### Where the registers sit, run 1

The bar under the picture is 50 um long.
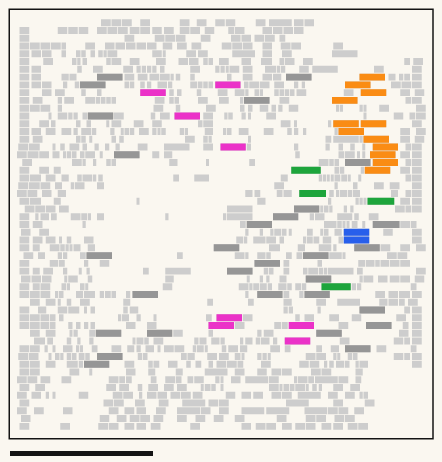
### Wires at chosen ports, followed through buffers, run 1

The bar under the picture is 50 um long.
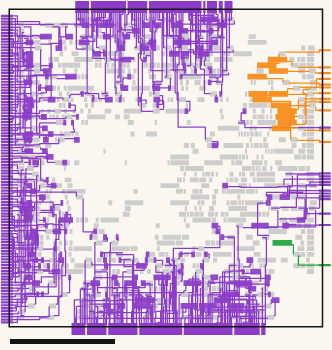
### Placed standard cells, run 1

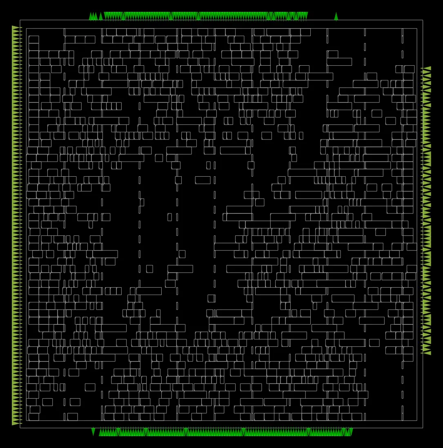
### Floorplan with the power grid, run 1

The bar under the picture is 50 um long. Pins as bars on the die edge. Tap cells in grey.
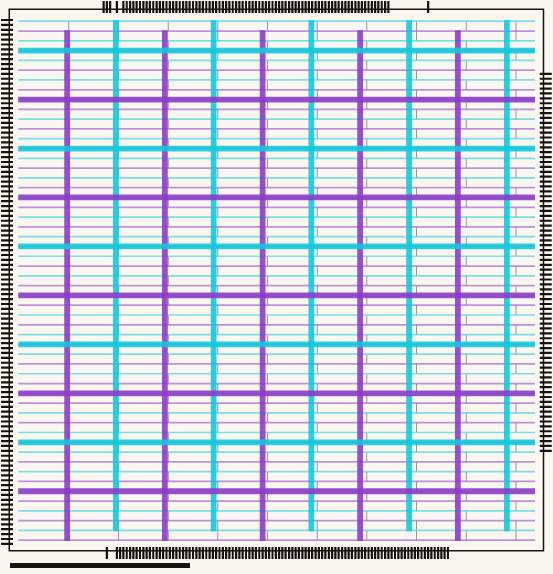
File: src/rtl/tt_mux_ctrl.sv
// Project multiplexer controller: selects one of NPROJ wrappers, drains, holds it in reset,
// then routes pads to it. All controls towards the wrappers come from flops.
module tt_mux_ctrl #(
    parameter int NPROJ      = 12,
    parameter int RST_CYCLES = 8
) (
    input  logic               clk,
    input  logic               rst_n,
    input  logic               sel_valid,
    input  logic [3:0]         sel_addr,
    output logic               sel_ready,
    output logic               busy,
    output logic [3:0]         cur_addr,
    input  logic [7:0]         pad_ui_in,
    input  logic [7:0]         pad_uio_in,
    input  logic               pad_rst_n,
    output logic [17:0]        iw,
    output logic [NPROJ-1:0]   ena,
    input  logic [NPROJ*24-1:0] ow_bus,
    output logic [7:0]         pad_uo_out,
    output logic [7:0]         pad_uio_out,
    output logic [7:0]         pad_uio_oe,
    output logic [1:0]         state_dbg
);

    typedef enum logic [1:0] {IDLE, DRAIN, PRST, ACTIVE} state_t;

    state_t           state, state_nxt;
    logic [7:0]       cnt, cnt_nxt;
    logic             drain_cnt, drain_nxt;
    logic [3:0]       cur_nxt;
    logic [NPROJ-1:0] ena_nxt;
    logic             live_q, act_q;
    logic             live_nxt;
    logic [23:0]      sel_slice;

    // Handshake: a request transfers on a rising edge where sel_valid and sel_ready are
    // both high; while sel_ready is low the requester must keep sel_valid/sel_addr stable.
    always_comb begin
        state_nxt = state;
        cnt_nxt   = cnt;
        drain_nxt = drain_cnt;
        cur_nxt   = cur_addr;
        case (state)
            IDLE, ACTIVE: begin
                if (sel_valid && sel_ready) begin
                    state_nxt = DRAIN;
                    cur_nxt   = sel_addr;
                    drain_nxt = 1'b0;
                end
            end
            DRAIN: begin
                if (drain_cnt) begin
                    if (int'(cur_addr) < NPROJ) begin
                        state_nxt = PRST;
                        cnt_nxt   = 8'(RST_CYCLES - 1);
                    end else begin
                        state_nxt = IDLE;
                    end
                end else begin
                    drain_nxt = 1'b1;
                end
            end
            PRST: begin
                if (cnt == 8'd0) state_nxt = ACTIVE;
                else             cnt_nxt   = cnt - 8'd1;
            end
            default: state_nxt = IDLE;
        endcase
    end

    // Wrapper-facing controls are decoded from the next state so they leave a flop directly.
    always_comb begin
        live_nxt = (state_nxt == PRST) || (state_nxt == ACTIVE);
        ena_nxt  = '0;
        for (int i = 0; i < NPROJ; i++) begin
            ena_nxt[i] = live_nxt && (cur_nxt == 4'(i));
        end
        sel_slice = '0;
        for (int p = 0; p < NPROJ; p++) begin
            if (cur_addr == 4'(p)) sel_slice = ow_bus[24*p +: 24];
        end
    end

    always_ff @(posedge clk or negedge rst_n) begin
        if (!rst_n) begin
            state       <= IDLE;
            cnt         <= 8'd0;
            drain_cnt   <= 1'b0;
            cur_addr    <= 4'd0;
            ena         <= '0;
            busy        <= 1'b0;
            sel_ready   <= 1'b1;
            live_q      <= 1'b0;
            act_q       <= 1'b0;
            pad_uo_out  <= 8'd0;
            pad_uio_out <= 8'd0;
            pad_uio_oe  <= 8'd0;
        end else begin
            state       <= state_nxt;
            cnt         <= cnt_nxt;
            drain_cnt   <= drain_nxt;
            cur_addr    <= cur_nxt;
            ena         <= ena_nxt;
            busy        <= (state_nxt == DRAIN) || (state_nxt == PRST);
            sel_ready   <= (state_nxt == IDLE) || (state_nxt == ACTIVE);
            live_q      <= live_nxt;
            act_q       <= (state_nxt == ACTIVE);
            if (state_nxt == ACTIVE) begin
                {pad_uio_oe, pad_uio_out, pad_uo_out} <= sel_slice;
            end else begin
                {pad_uio_oe, pad_uio_out, pad_uo_out} <= 24'd0;
            end
        end
    end

    assign iw        = {(live_q ? {pad_uio_in, pad_ui_in} : 16'd0), act_q & pad_rst_n, clk};
    assign state_dbg = state;

endmodule
File: config.mk
export PLATFORM = sky130hd
export DESIGN_NAME = tt_mux_ctrl
export DESIGN_NICKNAME = d
export VERILOG_FILES = /design/src/rtl/tt_mux_ctrl.sv
export SDC_FILE = /design/constraint.sdc
export NUM_CORES = 1
export LEC_CHECK = 0
export CORE_AREA = 2 2 146 148
export DETAILED_ROUTE_END_ITERATION = 8
export DIE_AREA = 0 0 148 150
export SLEW_MARGIN = 20
export SYNTH_ARGS = -nofsm -noshare
export SYNTH_HDL_FRONTEND = slang
export SYNTH_SLANG_ARGS = --single-unit
File: constraint.sdc
create_clock -name clk -period 7.5 [get_ports clk]
set_clock_uncertainty 0.05 [all_clocks]
set_input_delay 1.5 -clock clk [delete_from_list [all_inputs] [get_ports clk]]
set_output_delay 1.5 -clock clk [all_outputs]
set_load 0.01 [all_outputs]
==> impl_table.tex, run 1 <==
% Table of physical implementation metrics
\begin{tabular}{lr}
\hline
Metric & Value \\
\hline
\multicolumn{2}{l}{\textbf{Final timing}} \\
Relative slew margins & 32.8\% \\
Post-route worst hold slack & 457 ps \\
RSZ-0062 raised after global routing & false \\
Final hold violations & 0 \\
Total Negative Setup Slacks & 0 ps \\
Final setup violation count & 0 \\
Final Max Slew Viols & 0 \\
Transition time at the pin with the least slew margin & 1000 ps \\
\multicolumn{2}{l}{\textbf{CTS}} \\
Quantity of hold-fixing buffers added after cts & 0 \\
Clock tree from TritonCTS & yes \\
CTS clk-pin slew, worst paths & 80 ps \\
Number of gates resized after cts & 0 \\
Count of buffers added by post-CTS timing repair for setup & 0 \\
Clk ins delay skew pair & roughly 420 ps \\
\multicolumn{2}{l}{\textbf{Yosys}} \\
Synth top area share & 26.7\% \\
Number of cells in the yosys synthesis report & 654 \\
Chip area line of the yosys report & 0.00507 mm2 \\
Unique cell type count in the Yosys netlist & 51 \\
Area leader, netlist & sky130\_fd\_sc\_hd\_\_dfrtp\_1 \\
Sequential fraction of the synthesis area & 27.2\% \\
Gate count of the mapped netlist & 654 \\
Nets at Floorplan & 971 \\
Most common flop cell mapped by yosys & sky130\_fd\_sc\_hd\_\_dfrtp\_1 \\
Top cells by area & sky130\_fd\_sc\_hd\_\_dfrtp\_1, sky130\_fd\_sc\_hd\_\_mux2i\_1, sky130\_fd\_sc\_hd\_\_a21oi\_1, sky130\_fd\_sc\_hd\_\_o21ai\_0, sky130\_fd\_sc\_hd\_\_mux4\_2 \\
Flip-flops with a built-in enable & 0 \\
Register bit total from synthesis & about 55 \\
Most frequently used cell type in the post-synthesis netlist & sky130\_fd\_sc\_hd\_\_a21oi\_1 \\
Proportion of synthesized flip-flops having asynchronous set or reset & 100\% \\
Top cells by count, synth & sky130\_fd\_sc\_hd\_\_a21oi\_1, sky130\_fd\_sc\_hd\_\_o21ai\_0, sky130\_fd\_sc\_hd\_\_nand2\_1 \\
Yosys warning tally & 0 \\
Post-synthesis instance area & 0.00507 mm2 \\
Average size of a mapped cell & about 7.8 um2 \\
\multicolumn{2}{l}{\textbf{Power}} \\
Total design power & 2.46 mW \\
Max rail drop VDD & 0.115 mV \\
Leakage power & 3.48 nW \\
Total power density per cell area & 267 mW/mm2 \\
\multicolumn{2}{l}{\textbf{Critical path}} \\
Kind of end point of the critical path & primary output \\
Setup crit start kind & clock port \\
Largest stage delay on the critical path & about 470 ps \\
Top fanout value on the critical path & 2 \\
Required time of the worst setup path & between 5000 and 6000 ps \\
Top delay family on crit path & buffers and inverters \\
Crit path kind & clock port to primary output \\
Master of the slowest instance on the critical path & sky130\_fd\_sc\_hd\_\_clkdlybuf4s50\_1 \\
Dominant cell type by count on the critical path & sky130\_fd\_sc\_hd\_\_clkbuf\_16 \\
Cell breakdown of the critical path & clkbuf\_16 -> clkbuf\_16 -> clkdlybuf4s50\_1 \\
Worst path bufs/invs & 3 \\
Endpoint arrival time on the critical path & 4460 ps \\
\multicolumn{2}{l}{\textbf{GRT}} \\
Pin count of the biggest net entering global routing & 75 \\
Total track usage & 22.2\% \\
Wire length of the first global-routing pass & 37600 um \\
Global route overflow & 0 \\
Vias in the first global route & around 6400 \\
Number of antenna violations at the first check in global routing & 0 \\
\multicolumn{2}{l}{\textbf{Placement}} \\
Post-detailed-placement cell area & approximately 0.009 mm2 \\
Half-perimeter wire length of the detailed placement result & 19500 um \\
Routability-driven placement congestion ratio & 0.833 \\
Placed instance count & 1253 \\
Buffers on Ports & between 300 and 400 \\
\multicolumn{2}{l}{\textbf{Cells and area}} \\
Number of antenna diodes & 0 \\
Share of layout cells above drive strength 1 & 6.47\% \\
Net total in the final layout & 1305 \\
Area of all placed cells without fillers & 0.00921 mm2 \\
P\&R area growth vs syn & 81.7\% \\
\multicolumn{2}{l}{\textbf{Die}} \\
Io pins & 374 \\
Core region area & $\sim$0.021 mm2 \\
Effective utilization at floorplan & 24.5\% \\
Die Y-Extent & 150 um \\
Chip area & between 0.02 and 0.025 mm2 \\
Horiz. Die Dim & 148 um \\
Std-Cell Rows & roughly 53 \\
\multicolumn{2}{l}{\textbf{Route}} \\
Sum of routed wire length over all layers & 25500 um \\
Length of the first detailed-routing pass in iterations & 7 \\
Vias & about 6400 \\
Ratio of routed vias to standard cells & between 5 and 6 \\
Detail-routed net length per standard cell & 20.2 um \\
DRC violations left & 0 \\
Detail Route Antenna Nets & 0 \\
Number of design-rule violations left by the first detailed-router iteration & $\sim$300 \\
\multicolumn{2}{l}{\textbf{Hold path}} \\
Hold crit path type & flop to flop \\
\multicolumn{2}{l}{\textbf{Run status}} \\
Result of the run & complete, no violations \\
\multicolumn{2}{l}{\textbf{Job}} \\
Max-capacitance violation count & 0 \\
Tool warnings & 29 \\
\hline
\end{tabular}
-- 'Where the registers sit' (at the start) --
- `pad_uio_out`: magenta (placed flops 8)
- `state_dbg`: blue (placed flops 2)
- `cur_addr`: green (placed flops 4; where middle right)
- `ena`: orange (placed flops 12; where upper right)
- not coloured: 29

-- 'Wires at chosen ports, followed through buffers' (at the start) --
- `busy`: green (bits 1; direction output; edge right; end cells 1; wire 21.3 um)
- `ow_bus`: purple (bits 288; direction input; edge 108 left, 94 bottom, 74 top, 12 right; end cells 202; wire 7870 um)
- `ena`: orange (bits 12; direction output; edge right; end cells 12; wire 241 um)

-- 'Placed standard cells' (at the start) --
number of cells in the finished layout apart from fillers: 1264
Well Taps: 275
final core utilization: 44.5%

-- 'Floorplan with the power grid' (at the start) --
- VSS: purple
- VDD: cyan
- rows: 53
- tap cells: 275
- met4 straps: 10
- signal pins: 374
- met1 rails: 54

-- run 1: layout make-up --
type	instances	area (um2)
tap	275	344
multi-input combinational	528	3400
timing repair buffer	381	3790
clock inverter	3	22.5
sequential	55	1390
clock buffer	9	210
inverter	13	48.8
fill	2095	11500
-- run 1: path summary, 6_finish.rpt --
path	start	end	slack (ps)	depth (start not counted)
worst min register to register	cnt[7]$_DFFE_PN0P_	cnt[7]$_DFFE_PN0P_	460	1
min in group asynchronous	rst_n	ena[3]$_DFF_PN0_	1180	2
worst max register to register	cur_addr[1]$_DFF_PN0_	pad_uio_out[2]$_DFF_PN0_	4110	7
worst max-delay path	clk	iw[0]	1490	3
worst min-delay path	cnt[7]$_DFFE_PN0P_	cnt[7]$_DFFE_PN0P_	460	1
max in group asynchronous	rst_n	cur_addr[0]$_DFF_PN0_	5610	2
-- run 1: state kept, by name, summed over array words and instances, names as in the netlist --
| name | cells |
|---|---|
| act_q | 1 |
| busy | 1 |
| cnt | 8 |
| cur_addr | 4 |
| drain_cnt | 1 |
| ena | 12 |
| live_q | 1 |
| pad_uio_oe | 8 |
| pad_uio_out | 8 |
| pad_uo_out | 8 |
| sel_ready | 1 |
| state_dbg | 2 |
-- run 1: cells by family after synthesis --
family          after synthesis  synth area share (%)
compound gates              248                  28.4
simple gates                198                  18.6
mux                          77                  18.7
buf+inv                      71                  5.80
flops                        55                  27.2
fa+ha+maj                     5                  1.23
-- run 1: metrics by stage --
stage                     utilization [%]  setup WS [ps]
after floorplan                         -           2080
after global placement               43.3           1750
after detailed placement             43.4           1750
after CTS                            44.5           1480
after global routing                 44.5           1470
final                                44.5           1490
-- run 1: layout by cell type, fill, tap and decap left out, drive strengths merged, types with 10 or more instances in the layout --
cell,instances
nand3,11
a31oi,22
buf,10
a21oi,87
o21ai,82
nor2,53
nand2,65
mux2i,52
mux4,13
clkdlybuf4s50,372
mux2,12
dfrtp,54
and2,22
nor2b,11
inv,14
-- run 1: where the power goes --
group | switching [mW] | internal, mW | total, mW
combinational | 0.916 | 0.716 | 1.63
clock | 0.141 | 0.203 | 0.344
sequential | 0.122 | 0.358 | 0.481
total | 1.18 | 1.28 | 2.46
-- run 1: routing by layer --
layer / part of all wire, % / global-route usage, % / up-vias
met5: 0 / 0 / -
li1: - / - / 3068
met3: 7.0 / 5.03 / 25
met1: 40 / 26.8 / 2972
met4: 1.5 / 5.62 / 0
met2: 51 / 39.7 / 294
### Cell area per tile, run 1

The bar under the picture is 50 um long. The die is cut into 15 by 15 equal tiles; white is low, dark blue is high, 0 to 100% covered.
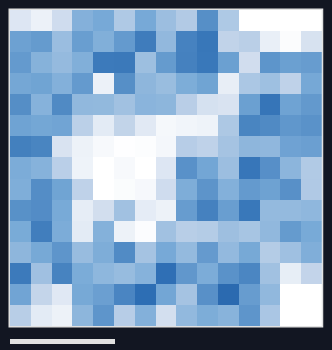

==> run 2, diff against run 1 <==
--- a/config.mk
+++ b/config.mk
@@ -5,9 +5,9 @@
 export SDC_FILE = /design/constraint.sdc
 export NUM_CORES = 1
 export LEC_CHECK = 0
-export CORE_AREA = 2 2 146 148
+export CORE_AREA = 2 2 147 149
 export DETAILED_ROUTE_END_ITERATION = 8
-export DIE_AREA = 0 0 148 150
+export DIE_AREA = 0 0 149 151
 export SLEW_MARGIN = 20
 export SYNTH_ARGS = -nofsm -noshare
 export SYNTH_HDL_FRONTEND = slang
==> constraint.sdc (replaced) <==
create_clock -name clk -period 5.9 [get_ports clk]
set_clock_uncertainty 0.05 [all_clocks]
set_input_delay 1.18 -clock clk [delete_from_list [all_inputs] [get_ports clk]]
set_output_delay 1.18 -clock clk [all_outputs]
set_load 0.01 [all_outputs]
### Cell area per tile, run 2

The bar under the picture is 50 um long. The die is cut into 15 by 15 equal tiles; white is low, dark blue is high, 0 to 100% covered.
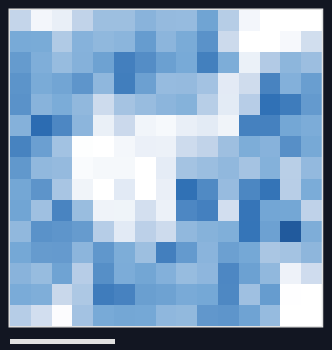
- nearly empty tiles: 6.7%
- fullest tile: 83%
- mean over tiles: 39%
- tiles over 75% full: 0.90%
- emptiest ninth of the die: centre

### Where the registers sit, run 2

The bar under the picture is 50 um long.
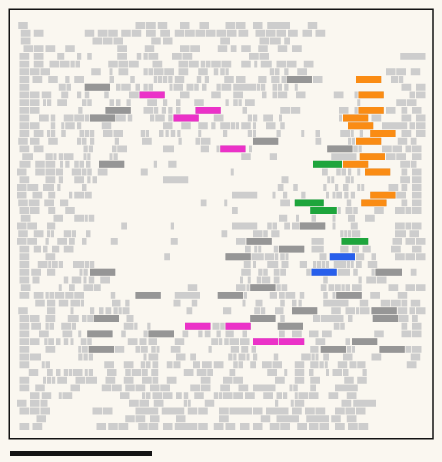
- `pad_uio_out`: magenta (placed flops 8)
- `ena`: orange (placed flops 12)
- `cur_addr`: green (placed flops 4; where middle right)
- `state_dbg`: blue (placed flops 2)

==> impl_table.tex, run 2 <==
% Table of physical implementation metrics
\begin{tabular}{lr}
\hline
Metric & Value \\
\hline
\multicolumn{2}{l}{\textbf{Run status}} \\
Result of the run & complete, no violations \\
\multicolumn{2}{l}{\textbf{Cells and area}} \\
Top reg by flops & ena \\
Net total in the final layout & 1305 \\
Final core utilization & 44.2\% \\
Share of layout cells above drive strength 1 & 6.47\% \\
Number of antenna diodes & 0 \\
P\&R area growth vs syn & 81.6\% \\
Flip-flop count of the largest register after layout & 12 \\
Commonest non-fill, non-tap cell in the layout & sky130\_fd\_sc\_hd\_\_clkdlybuf4s50\_1 \\
\multicolumn{2}{l}{\textbf{Placement}} \\
Half-perimeter wire length of the detailed placement result & 19600 um \\
Buffers on Ports & 373 \\
Post-detailed-placement cell area & between 0.008 and 0.009 mm2 \\
Routability-driven placement congestion ratio & 0.837 \\
\multicolumn{2}{l}{\textbf{CTS}} \\
Clk ins delay skew pair & around 420 ps \\
Quantity of hold-fixing buffers added after cts & 0 \\
Clock tree from TritonCTS & yes \\
Number of gates resized after cts & 0 \\
CTS clk-pin slew, worst paths & 80 ps \\
\multicolumn{2}{l}{\textbf{Power}} \\
Max rail drop VDD & around 0.18 mV \\
Leakage power & 3.47 nW \\
Switching share of power & 48.1\% \\
Combinational cell fraction of total power & 63.8\% \\
Total power density per cell area & 339 mW/mm2 \\
Internal cell power & 1.62 mW \\
Clock power frac & around 14\% \\
Proportion of power drawn by flip-flops and latches & 22.1\% \\
\multicolumn{2}{l}{\textbf{Yosys}} \\
Flip-flops with a built-in enable & 0 \\
Mux cell area share after synthesis & 18.7\% \\
Most common flop cell mapped by yosys & sky130\_fd\_sc\_hd\_\_dfrtp\_1 \\
Fraction of the mapped netlist area in compound gates & between 20 and 30\% \\
Yosys warning tally & 0 \\
Register bit total from synthesis & 55 \\
Top cells by count, synth & sky130\_fd\_sc\_hd\_\_a21oi\_1, sky130\_fd\_sc\_hd\_\_o21ai\_0, sky130\_fd\_sc\_hd\_\_nand2\_1 \\
Top cells by area & sky130\_fd\_sc\_hd\_\_dfrtp\_1, sky130\_fd\_sc\_hd\_\_mux2i\_1, sky130\_fd\_sc\_hd\_\_a21oi\_1, sky130\_fd\_sc\_hd\_\_o21ai\_0, sky130\_fd\_sc\_hd\_\_mux4\_2 \\
Nets at Floorplan & 971 \\
Area leader, netlist & sky130\_fd\_sc\_hd\_\_dfrtp\_1 \\
Gate count of the mapped netlist & 654 \\
Synth top area share & a little over a quarter \\
Sequential fraction of the synthesis area & between 20\% and 30\% \\
Post-synthesis instance area & 0.00507 mm2 \\
Fraction of the mapped netlist area in adder cells & under 10\% \\
Most frequently used cell type in the post-synthesis netlist & sky130\_fd\_sc\_hd\_\_a21oi\_1 \\
Average size of a mapped cell & approximately 7.8 um2 \\
Post-synthesis xor/xnor area fraction & 0\% \\
Unique cell type count in the Yosys netlist & 51 \\
\multicolumn{2}{l}{\textbf{Final timing}} \\
Final hold violations & 0 \\
Final Max Slew Viols & 0 \\
Total Negative Setup Slacks & 0 ps \\
Relative slew margins & between 20\% and 30\% \\
RSZ-0062 raised after global routing & false \\
Transition time at the pin with the least slew margin & $\sim$1100 ps \\
\multicolumn{2}{l}{\textbf{Hold path}} \\
Hold crit path type & flop to flop \\
\multicolumn{2}{l}{\textbf{GRT}} \\
Pin count of the biggest net entering global routing & 66 \\
Wire length of the first global-routing pass & 37700 um \\
Total track usage & 22.1\% \\
Vias in the first global route & 6506 \\
\multicolumn{2}{l}{\textbf{Route}} \\
DRC violations left & 0 \\
Ratio of routed vias to standard cells & 4.99 \\
Detail-routed net length per standard cell & 20.0 um \\
Vias & 6313 \\
Number of design-rule violations left by the first detailed-router iteration & $\sim$290 \\
Sum of routed wire length over all layers & roughly 25000 um \\
\multicolumn{2}{l}{\textbf{Critical path}} \\
Endpoint arrival time on the critical path & 3660 ps \\
Crit path kind & clock port to primary output \\
Required time of the worst setup path & 4670 ps \\
Kind of end point of the critical path & primary output \\
\multicolumn{2}{l}{\textbf{Die}} \\
Core region area & 0.0208 mm2 \\
Die Y-Extent & 151 um \\
Horiz. Die Dim & 149 um \\
Io pins & between 300 and 400 \\
Std-Cell Rows & 53 \\
\multicolumn{2}{l}{\textbf{Job}} \\
Max-capacitance violation count & 0 \\
\hline
\end{tabular}
-- run 2: layer usage --
layer  share of wire (%)  wire length [um]  vias up  global-route usage [%]
met2                  51             12900      261                    39.3
met5                   0                 0        -                       0
met1                  40             10200     2960                    27.0
li1                    -                 -     3064                       -
met4                 1.6               400        0                    5.95
met3                 7.0              1780       28                    4.91
-- run 2: kinds of logic after synthesis --
family          count (synthesis)
buf+inv                        71
fa+ha+maj                       5
simple gates                  198
flops                          55
compound gates                248
mux                            77
-- run 2: worst paths after layout --
check	from	to	slack [ps]	cells past startpoint
hold / removal	cnt[6]$_DFFE_PN0P_	cnt[6]$_DFFE_PN0P_	480	1
min in group asynchronous	rst_n	pad_uio_oe[7]$_DFF_PN0_	850	2
hold reg to reg	cnt[6]$_DFFE_PN0P_	cnt[6]$_DFFE_PN0P_	480	1
max in group asynchronous	rst_n	cur_addr[0]$_DFF_PN0_	4360	2
setup / recovery	clk	iw[0]	1010	3
setup reg to reg	state_dbg[0]$_DFF_PN0_	pad_uo_out[5]$_DFF_PN0_	2750	11
-- run 2: power groups by stage --
stage               sequential [mW]  combinational [mW]  clock [mW]
finish                        0.688                1.99       0.442
global route                  0.714                2.18       0.473
CTS                           0.691                2.01       0.460
detailed placement            0.699                2.00      0.0172
global placement              0.704                2.00      0.0172
floorplan                     0.529                1.32      0.0140
-- run 2: area by class of cell --
type	instances	area (um2)
timing repair buffer	381	3790
clock buffer	9	210
inverter	13	48.8
tap	275	344
sequential	55	1390
clock inverter	3	23.8
fill	2145	11600
multi-input combinational	528	3400
-- run 2: critical path: stages --
cell and delay [ps]:
sky130_fd_sc_hd__clkbuf_16 120, sky130_fd_sc_hd__clkbuf_16 130, sky130_fd_sc_hd__clkdlybuf4s50_1 460
-- run 2: through the flow --
step	hold WS [ps]	cells	setup WS (ps)
after floorplan	417	654	1600
after global placement	449	1253	1270
after detailed placement	462	1253	1270
after CTS	478	1264	1000
after global routing	492	1264	993
final	476	1264	1010
No activity file was given, so power comes from the tool's default toggle rates.
